File: src/rtl/reanimator_unit_if.sv
// Bus between the mood FSM and the reanimator: stimulus level and mood
// state flow in, the one-cycle reanimation pulse flows back out.
// All three signals are plain levels sampled on the rising clock edge;
// there is no valid/ready handshake, every cycle carries a sample.
interface reanimator_unit_if;
  logic       stimulus;
  logic [1:0] state;
  logic       reanimated;

  // Driver side: the mood FSM / touch sensor environment.
  modport master (
    output stimulus,
    output state,
    input  reanimated
  );

  // Receiver side: the reanimator block itself.
  modport slave (
    input  stimulus,
    input  state,
    output reanimated
  );
endinterface

File: src/rtl/reanimator_unit.sv
// Wake-up detector for the dormant mood state. While the mood FSM is
// dormant, rising edges of the stimulus level are counted. When the
// count reaches the limit, a registered one-cycle pulse is raised and the
// count restarts. Outside the dormant state the counter is held at zero
// and edges are dropped. rst_n is an active-high synchronous reset; the
// name is kept for compatibility with the surrounding codebase.
module reanimator_unit #(
  parameter int unsigned COUNTER_LIMIT = 8,
  parameter int unsigned COUNTER_WIDTH = 4,
  parameter logic [1:0]  DEAD_STATE    = 2'b11
) (
  input  logic                     clk,
  input  logic                     rst_n,
  reanimator_unit_if.slave         bus,
  // Debug view of the edge counter for checker binding.
  output logic [COUNTER_WIDTH-1:0] count_o
);

  // A limit of 0 is treated as 1 so a single edge always suffices.
  localparam int unsigned LIMIT_EFF = (COUNTER_LIMIT == 0) ? 1 : COUNTER_LIMIT;
  // Comparison is done one bit wider than the counter, so count+1 never wraps.
  localparam logic [COUNTER_WIDTH:0] LIMIT_EXT = LIMIT_EFF[COUNTER_WIDTH:0];
  localparam logic [COUNTER_WIDTH:0] ONE_EXT   = {{COUNTER_WIDTH{1'b0}}, 1'b1};

  logic                     stim_q;
  logic [COUNTER_WIDTH-1:0] count_q, count_d;
  logic                     reanimated_q, reanimated_d;

  logic                     edge_seen;
  logic                     dormant;
  logic [COUNTER_WIDTH:0]   count_inc;

  assign edge_seen = bus.stimulus & ~stim_q;
  assign dormant   = (bus.state == DEAD_STATE);
  assign count_inc = {1'b0, count_q} + ONE_EXT;

  // Next count and pulse decision from mood state and the detected edge.
  always_comb begin
    count_d      = count_q;
    reanimated_d = 1'b0;
    if (!dormant) begin
      count_d = '0;
    end else if (edge_seen) begin
      if (count_inc >= LIMIT_EXT) begin
        count_d      = '0;
        reanimated_d = 1'b1;
      end else begin
        count_d = count_inc[COUNTER_WIDTH-1:0];
      end
    end
  end

  // State registers; the previous stimulus sample updates regardless of mood.
  always_ff @(posedge clk) begin
    if (rst_n) begin
      stim_q       <= 1'b0;
      count_q      <= '0;
      reanimated_q <= 1'b0;
    end else begin
      stim_q       <= bus.stimulus;
      count_q      <= count_d;
      reanimated_q <= reanimated_d;
    end
  end

  assign bus.reanimated = reanimated_q;
  assign count_o        = count_q;

endmodule

File: src/flat_wrapper.sv
// flat-port wrapper written by rule: the top's interface ports become plain ports
module reanimator_unit_flat 
#(
  parameter int unsigned COUNTER_LIMIT = 8,
  parameter int unsigned COUNTER_WIDTH = 4,
  parameter logic [1:0]  DEAD_STATE    = 2'b11
)
  (clk, rst_n, count_o, bus_stimulus, bus_state, bus_reanimated);
  reanimator_unit_if bus_i ();
  input  logic clk;
  input  logic rst_n;
  output logic [COUNTER_WIDTH-1:0] count_o;
  input wire logic [$bits(bus_i.stimulus)-1:0] bus_stimulus;
  input wire logic [$bits(bus_i.state)-1:0] bus_state;
  output wire logic [$bits(bus_i.reanimated)-1:0] bus_reanimated;
  assign bus_i.stimulus = bus_stimulus;
  assign bus_i.state = bus_state;
  assign bus_reanimated = bus_i.reanimated;
  reanimator_unit #(.COUNTER_LIMIT(COUNTER_LIMIT), .COUNTER_WIDTH(COUNTER_WIDTH), .DEAD_STATE(DEAD_STATE)) u_core (.clk(clk), .rst_n(rst_n), .bus(bus_i), .count_o(count_o));
endmodule
File: config.mk
export PLATFORM = sky130hd
export DESIGN_NAME = reanimator_unit_flat
export DESIGN_NICKNAME = d
export VERILOG_FILES = /design/src/rtl/reanimator_unit_if.sv /design/src/rtl/reanimator_unit.sv /design/src/flat_wrapper.sv
export SDC_FILE = /design/constraint.sdc
export NUM_CORES = 1
export LEC_CHECK = 0
export CAP_MARGIN = 30
export CORE_AREA = 2 2 39 41
export CTS_CLUSTER_DIAMETER = 200
export CTS_CLUSTER_SIZE = 25
export DETAILED_ROUTE_END_ITERATION = 6
export DIE_AREA = 0 0 41 43
export DONT_BUFFER_PORTS = 1
export HOLD_SLACK_MARGIN = 0.12
export PLACE_DENSITY = 0.43
export SLEW_MARGIN = 20
export SYNTH_ARGS = -nofsm -noshare
export SYNTH_HDL_FRONTEND = slang
export SYNTH_SLANG_ARGS = --single-unit
File: constraint.sdc
create_clock -name clk -period 2.81 [get_ports clk]
set_input_delay 0.281 -clock clk [delete_from_list [all_inputs] [get_ports clk]]
set_output_delay 0.281 -clock clk [all_outputs]
set_load 0.03 [all_outputs]
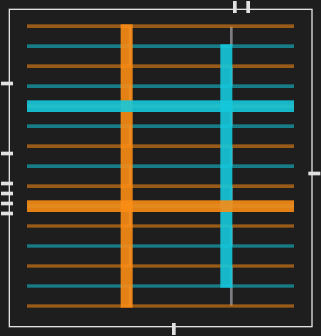
*Supply network*
Pins as bars on the die edge. Tap cells in gray.
VDD: in cyan. VSS: in orange.
2 straps on met4. 15 met1 rails follow the rows. 16 tap cells. 2 straps on met5. The core has 14 rows.

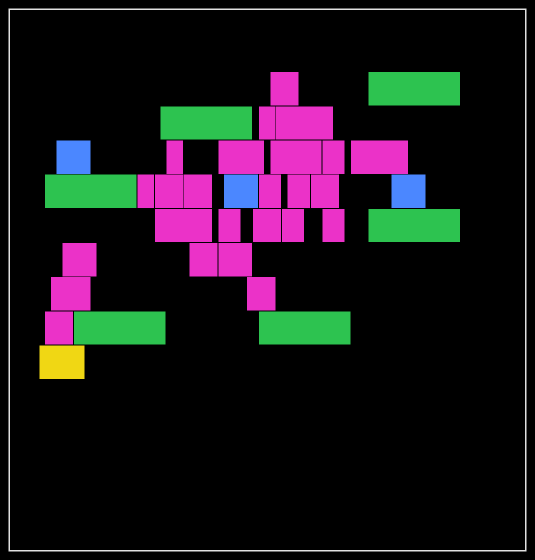
*Cell classes on the final placement*
clock drivers: in blue, cells 3. sequential cells: in green, cells 6. combinational and other logic: in magenta, cells 25. remaining buffers and delay cells: in yellow, cells 1.

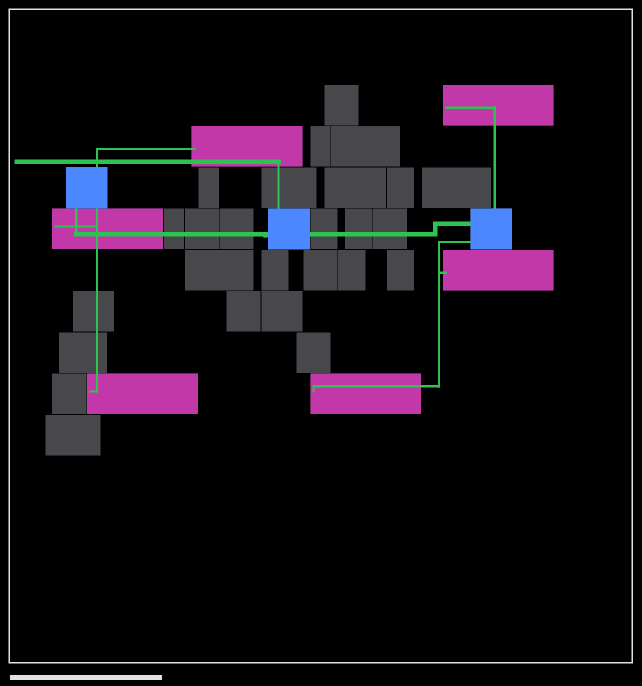
*Clock network drawn from the DEF*
The bar under the picture is 10 um long.
clock wires: in green, length 112 um. clock drivers: in blue, count 3. flip-flops: in magenta, count 6.
There are 4 routed clock nets.

==> through the flow <==
stage | power, mW | setup WS (ps) | hold slack (ps) | util (%)
floorplan | 0.0961 | 1550 | 353 | -
global placement | 0.0977 | 1460 | 356 | 22.7
detailed placement | 0.0975 | 1440 | 354 | 22.7
CTS | 0.182 | 1410 | 158 | 25.0
global route | 0.188 | 1320 | 159 | 25.0
finish | 0.178 | 1410 | 165 | 25.0
==> cell families (layout without fill, tap and decap cells) <==
family	Yosys count	in the layout	share of synthesized area [%]
buffers and inverters	0	4	0
flip-flops	6	6	40.9
AND/OR/NAND/NOR	16	16	36.2
AND-OR/OR-AND	6	6	11.1
adder cells (fa/ha/maj)	2	2	8.51
multiplexers	1	1	3.40
==> power by group <==
group / total, mW / internal, mW / leakage [nW] / switching [mW]
Combinational: 0.00838 / 0.00469 / 0.0923 / 0.00370
Sequential: 0.0885 / 0.0866 / 0.0487 / 0.00196
Clock: 0.0811 / 0.0484 / 0.0138 / 0.0326
Total: 0.178 / 0.140 / 0.155 / 0.0383
==> final cells by class <==
cell class | instances | area, um^2 | share of cell area [%]
multi-input cells | 25 | 174 | 50.2
flip-flops and latches | 6 | 120 | 34.7
clock buffers | 3 | 22.5 | 6.50
well taps | 16 | 20.0 | 5.78
repair buffers | 1 | 10.0 | 2.89
==> cell usage after synthesis <==
master	n	area (um^2)
and3_1	2	12.5
a21oi_1	2	10.0
o21ai_1	2	10.0
and3_4	1	11.3
nand3_1	2	10.0
and4bb_1	1	12.5
dfxtp_1	6	120
nand3b_1	1	7.51
ha_1	2	25.0
nand2_1	1	3.75
and2b_1	1	7.51
and3b_1	1	8.76
nor2_1	2	7.51
nand2b_1	1	6.26
mux2i_1	1	10.0
nor2b_1	3	18.8
o22ai_1	1	6.26
a31oi_1	1	6.26
==> timing repair <==
item                      4_1_cts  5_1_grt
hold buffers                    1        0
resized                         0        0
hold endpoints to repair        1        0
==> state kept, by name, indices dropped and copies added, names as in the netlist <==
name,count
u_core.count_o,4
u_core.bus.reanimated,1
u_core.stim_q,1
==> routing by layer <==
| metal | track usage (%) | vias to the layer above | part of all wire (%) |
|---|---|---|---|
| li1 | - | 122 | - |
| met1 | 8.74 | 104 | 44 |
| met2 | 11.3 | 10 | 43 |
| met3 | 11.0 | 0 | 12 |
| met4 | 0 | 0 | 0 |
| met5 | 0 | - | 0 |
==> worst max path at each step <==
stage                                               from                              to  slack, ps  cells past startpoint
after global routing      u_core.count_o[1]$_SDFFE_PP0P_  u_core.count_o[2]$_SDFFE_PP0P_       1320                      4
after CTS                 u_core.count_o[1]$_SDFFE_PP0P_  u_core.count_o[2]$_SDFFE_PP0P_       1410                      4
after floorplan           u_core.count_o[0]$_SDFFE_PP0P_  u_core.count_o[2]$_SDFFE_PP0P_       1550                      4
final                     u_core.count_o[1]$_SDFFE_PP0P_  u_core.count_o[2]$_SDFFE_PP0P_       1410                      4
after global placement    u_core.count_o[0]$_SDFFE_PP0P_  u_core.count_o[2]$_SDFFE_PP0P_       1460                      4
after detailed placement  u_core.count_o[0]$_SDFFE_PP0P_  u_core.count_o[2]$_SDFFE_PP0P_       1440                      4
==> COMMIT_EDITMSG <==
Update PnR metrics after Yosys + OpenROAD run

- The run finished with clean final reports.
- The worst register-to-register path has a setup slack of 1410 ps.
- The post-route netlist has 11.4% of its cells at a drive strength greater than 1.
* Most used cells in the layout excluding fill and tap cells: dfxtp_1 (6), nor2b_1 (3), clkbuf_4 (3)
- Effective utilization at floorplan: 21.2%
* # Cells Yosys: 31
- TritonCTS built the clock tree.
- Max-cap viol count: 0
* Area growth from synthesis to layout: 17.9%
* Max-slew headroom at the worst pin: 68.6%
* Synthesized net count: 38
- STA classifies the critical path startpoint as a flip-flop.
* Sequential area share after synthesis: 40.9%
* Total count of max-transition violations in the final report: 0
- Setup repair after global routing missed its margin: no
* Critical path, cell by cell: ha_1, and4bb_1, o21ai_1, o22ai_1
- Clock Tree Root: clkbuf_4
* Worst EP arrival: 1570 ps
- Floorplan die area: 1760 um^2
* R2R Path Start: u_core.count_o[1]$_SDFFE_PP0P_
* Insertion delay to the later sink of the worst-skew pair: 250 ps
* CP max-delay cell: dfxtp_1
- Number of iterations in the first detailed-routing pass: 2
- Number of buffers created by CTS: 3
* I/O Buffers: 0
- The report gives the cell count of the worst hold path as 1.
- Synthesized cell area: 294 um^2
- Clk sink count: 6
* Critical path buffers and inverters: 0
Power is estimated from default activity; no workload was simulated.
